File: src/rtl/ka_split_sequencer_72bit.sv
// ka_split_sequencer_72bit
// Operand-side front end of the 72-bit GF(2) Karatsuba stage. It splits both
// operands into halves and issues the lo, hi and mid sub-products one after
// another to a shared HxH carry-less sub-multiplier. The three results are
// collected and presented together to the overlap combiner.
//
// Build option: define KA_MID_CORRECT_EN to fold p_lo and p_hi into the
// middle term (true Karatsuba middle term). When it is left undefined, p_mid
// carries the raw (AL^AH)(BL^BH) product. Timing is the same in both builds.
module ka_split_sequencer_72bit #(
   parameter int N = 72
) (
   input  logic             clk,
   input  logic             rst,
   input  logic             in_valid,
   output logic             in_ready,
   input  logic [N-1:0]     a_in,
   input  logic [N-1:0]     b_in,
   output logic             sm_req_valid,
   input  logic             sm_req_ready,
   output logic [N/2-1:0]   sm_a,
   output logic [N/2-1:0]   sm_b,
   input  logic             sm_rsp_valid,
   input  logic [N-2:0]     sm_rsp,
   output logic             out_valid,
   input  logic             out_ready,
   output logic [N-2:0]     p_lo,
   output logic [N-2:0]     p_mid,
   output logic [N-2:0]     p_hi
);

   localparam int H  = N / 2;
   localparam int PW = 2 * H - 1;

   typedef enum logic [2:0] {
      ST_IDLE      = 3'd0,
      ST_ISSUE_LO  = 3'd1,
      ST_WAIT_LO   = 3'd2,
      ST_ISSUE_HI  = 3'd3,
      ST_WAIT_HI   = 3'd4,
      ST_ISSUE_MID = 3'd5,
      ST_WAIT_MID  = 3'd6,
      ST_DONE      = 3'd7
   } state_t;

   state_t        state_q, state_d;
   logic [N-1:0]  a_q, a_d;
   logic [N-1:0]  b_q, b_d;
   logic [PW-1:0] p_lo_q, p_lo_d;
   logic [PW-1:0] p_mid_q, p_mid_d;
   logic [PW-1:0] p_hi_q, p_hi_d;
   logic [PW-1:0] mid_capture;

   // Operand halves taken from the captured registers, not the live inputs.
   logic [H-1:0] al, ah, bl, bh;
   assign al = a_q[H-1:0];
   assign ah = a_q[N-1:H];
   assign bl = b_q[H-1:0];
   assign bh = b_q[N-1:H];

   // State and datapath registers; asynchronous reset returns everything to zero/IDLE.
   always_ff @(posedge clk or posedge rst) begin
      if (rst) begin
         state_q <= ST_IDLE;
         a_q     <= '0;
         b_q     <= '0;
         p_lo_q  <= '0;
         p_mid_q <= '0;
         p_hi_q  <= '0;
      end else begin
         state_q <= state_d;
         a_q     <= a_d;
         b_q     <= b_d;
         p_lo_q  <= p_lo_d;
         p_mid_q <= p_mid_d;
         p_hi_q  <= p_hi_d;
      end
   end

   // Next-state logic: each ISSUE waits for request acceptance, each WAIT for
   // the first response pulse seen after the request handshake.
   always_comb begin
      state_d = state_q;
      case (state_q)
         ST_IDLE:      if (in_valid)     state_d = ST_ISSUE_LO;
         ST_ISSUE_LO:  if (sm_req_ready) state_d = ST_WAIT_LO;
         ST_WAIT_LO:   if (sm_rsp_valid) state_d = ST_ISSUE_HI;
         ST_ISSUE_HI:  if (sm_req_ready) state_d = ST_WAIT_HI;
         ST_WAIT_HI:   if (sm_rsp_valid) state_d = ST_ISSUE_MID;
         ST_ISSUE_MID: if (sm_req_ready) state_d = ST_WAIT_MID;
         ST_WAIT_MID:  if (sm_rsp_valid) state_d = ST_DONE;
         ST_DONE:      if (out_ready)    state_d = ST_IDLE;
         default:                        state_d = ST_IDLE;
      endcase
   end

`ifdef KA_MID_CORRECT_EN
   // Fold the outer products in so the combiner can overlap p_mid directly.
   assign mid_capture = sm_rsp ^ p_lo_q ^ p_hi_q;
`else
   // Raw middle product; the downstream stage applies the correction.
   assign mid_capture = sm_rsp;
`endif

   // Datapath: capture operands on input handshake, capture each sub-product
   // into its slot only in the matching WAIT state (stray responses ignored).
   always_comb begin
      a_d     = a_q;
      b_d     = b_q;
      p_lo_d  = p_lo_q;
      p_mid_d = p_mid_q;
      p_hi_d  = p_hi_q;
      if (state_q == ST_IDLE && in_valid) begin
         a_d = a_in;
         b_d = b_in;
      end
      if (state_q == ST_WAIT_LO && sm_rsp_valid) begin
         p_lo_d = sm_rsp;
      end
      if (state_q == ST_WAIT_HI && sm_rsp_valid) begin
         p_hi_d = sm_rsp;
      end
      if (state_q == ST_WAIT_MID && sm_rsp_valid) begin
         p_mid_d = mid_capture;
      end
   end

   // Moore outputs decoded from state; operands are driven only while a
   // request is pending, so they stay stable through any request stall.
   always_comb begin
      in_ready     = 1'b0;
      sm_req_valid = 1'b0;
      sm_a         = '0;
      sm_b         = '0;
      out_valid    = 1'b0;
      case (state_q)
         ST_IDLE: in_ready = 1'b1;
         ST_ISSUE_LO: begin
            sm_req_valid = 1'b1;
            sm_a         = al;
            sm_b         = bl;
         end
         ST_ISSUE_HI: begin
            sm_req_valid = 1'b1;
            sm_a         = ah;
            sm_b         = bh;
         end
         ST_ISSUE_MID: begin
            sm_req_valid = 1'b1;
            sm_a         = al ^ ah;
            sm_b         = bl ^ bh;
         end
         ST_DONE: out_valid = 1'b1;
         default: ;
      endcase
   end

   assign p_lo  = p_lo_q;
   assign p_mid = p_mid_q;
   assign p_hi  = p_hi_q;

endmodule

File: config.mk
export PLATFORM = sky130hd
export DESIGN_NAME = ka_split_sequencer_72bit
export DESIGN_NICKNAME = d
export VERILOG_FILES = /design/src/rtl/ka_split_sequencer_72bit.sv
export SDC_FILE = /design/constraint.sdc
export NUM_CORES = 1
export LEC_CHECK = 0
export CAP_MARGIN = 0
export CORE_AREA = 4 4 195 197
export DETAILED_ROUTE_END_ITERATION = 10
export DIE_AREA = 0 0 199 201
export HOLD_SLACK_MARGIN = 0.12
export PLACE_DENSITY_LB_ADDON = 0.25
export SLEW_MARGIN = 20
export SYNTH_ARGS = -nofsm -noshare
export SYNTH_HDL_FRONTEND = slang
export SYNTH_SLANG_ARGS = --single-unit
File: constraint.sdc
create_clock -name clk -period 32.7 [get_ports clk]
set_input_delay 6.54 -clock clk [delete_from_list [all_inputs] [get_ports clk]]
set_output_delay 6.54 -clock clk [all_outputs]
set_load 0.05 [all_outputs]
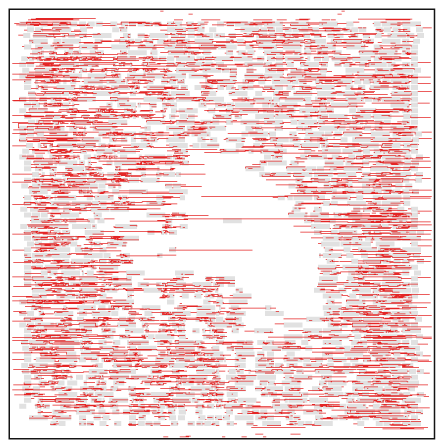
layer_met1.png
share of all routed wire: 40%
longest straight run: 110 um
wire length on this layer: 18700 um

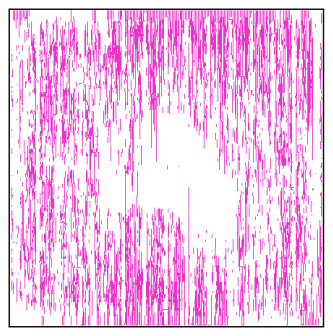
layer_met2.png
share of all routed wire: 49%
nets with wire on the layer: 1753
main direction: vertical
M2 GR Usage: 38.3%
drt total wl: 47000 um

==> qor.csv <==
stage,metric,value,unit
critical_path,cp_top_family,buffers and inverters,
critical_path,crit_type,flop to output port,
yosys,top_cells_by_count,"dfrtp_1, mux2_2, o21ai_0, mux2_4, nand2_1",
layout,n_fill_cell,2788,
layout,nets,1911,
outcome,status,finished clean,
global_routing,top_usage_layer,met2,
die,num_io_pins,509,
yosys,top_area_share,55.4,%
flow_run,warnings,30,
drt,ant_nets,0,
layout,final_cell_mix,"clkdlybuf4s50_1, dfrtp_1, mux2_2",
critical_path,crit_end,sm_b[10],
place,port_buffers,508,
drt,top_layer,met5,
place,place_hpwl,32300,um
cts,cts.path.max_buffers,3,
global_routing,antenna_found_initial,12,
yosys,syn_inst,1218,
layout,buffer_area_share,22.8,%
hold_path,hp-start,p_hi[5],
global_routing,grt.total_usage,22.8,%
yosys,logic_family,multiplexers,
place,dp_slack,22.77,ns
timing,setup-tns-final,0,ns
global_routing,grt_first_pass_wirelength,72300,um
critical_path,reg2reg_to,b_q[49],
timing,finalMaxSlewViolations,0,
timing,rsz0062_at_grt,no,
cts,hold_buffers,0,
layout,layout.area.comb,0.00666,sq mm
timing,setup_slack,22.50,ns
drt,drc_errors,0,
layout,comb_area_share,29.0,%
yosys,synth_area,0.0163,sq mm
cts,h-tree-depth,2,
cts,cts_tree,built,
hold_path,min_to,p_hi[5],
die,die_area,0.0400,sq mm
drt,drtPass1Iterations,7,
timing,fin_skew,0.00793,ns
layout,logic_gates,737,
cts,path_clk_slew,0.06,ns
drt,wl_met1,18700,um
drt,viasPerCell,5.22,
critical_path,max_stage_delay,0.86,ns
cts,cts_made_buffers,40,
critical_path,critPathSlowestCell,clkdlybuf4s50_1,
global_routing,grt_max_degree,128,
timing,period_minus_slack,10.20,ns
timing,max_freq,98.0,MHz
place,gp_congestion,0.820,
global_routing,use_met1,28.1,%
layout,inv_count,29,
die,nWellTaps,468,
critical_path,reg2regPathDepth,5,
yosys,yosysMostFrequentCell,dfrtp_1,
layout,drive_above_1_share,22.7,%
critical_path,crit_start,state_q[2],
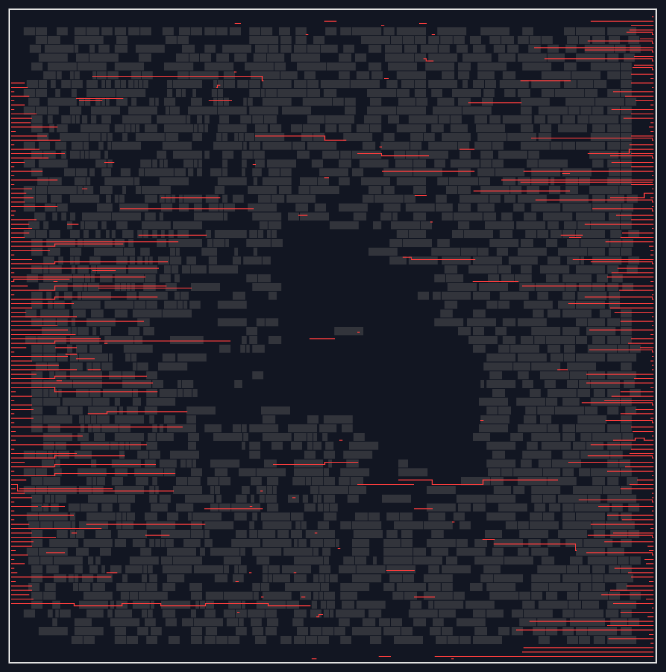
layer_met3.png
main direction: horizontal
nets with wire on the layer: 297
wire length on this layer: 4110 um
longest straight run: 67.2 um
DR vias: 11500
met3 Use GR: 7.62%

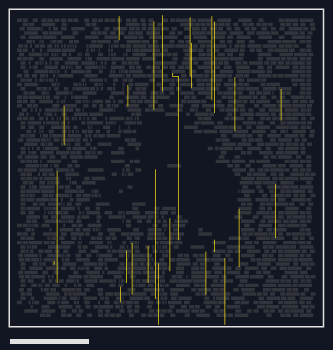
layer_met4.png
Bar = 50 um.
nets with wire on the layer: 19
share of all routed wire: 2.0%
longest straight run: 104 um
wire length on this layer: 958 um

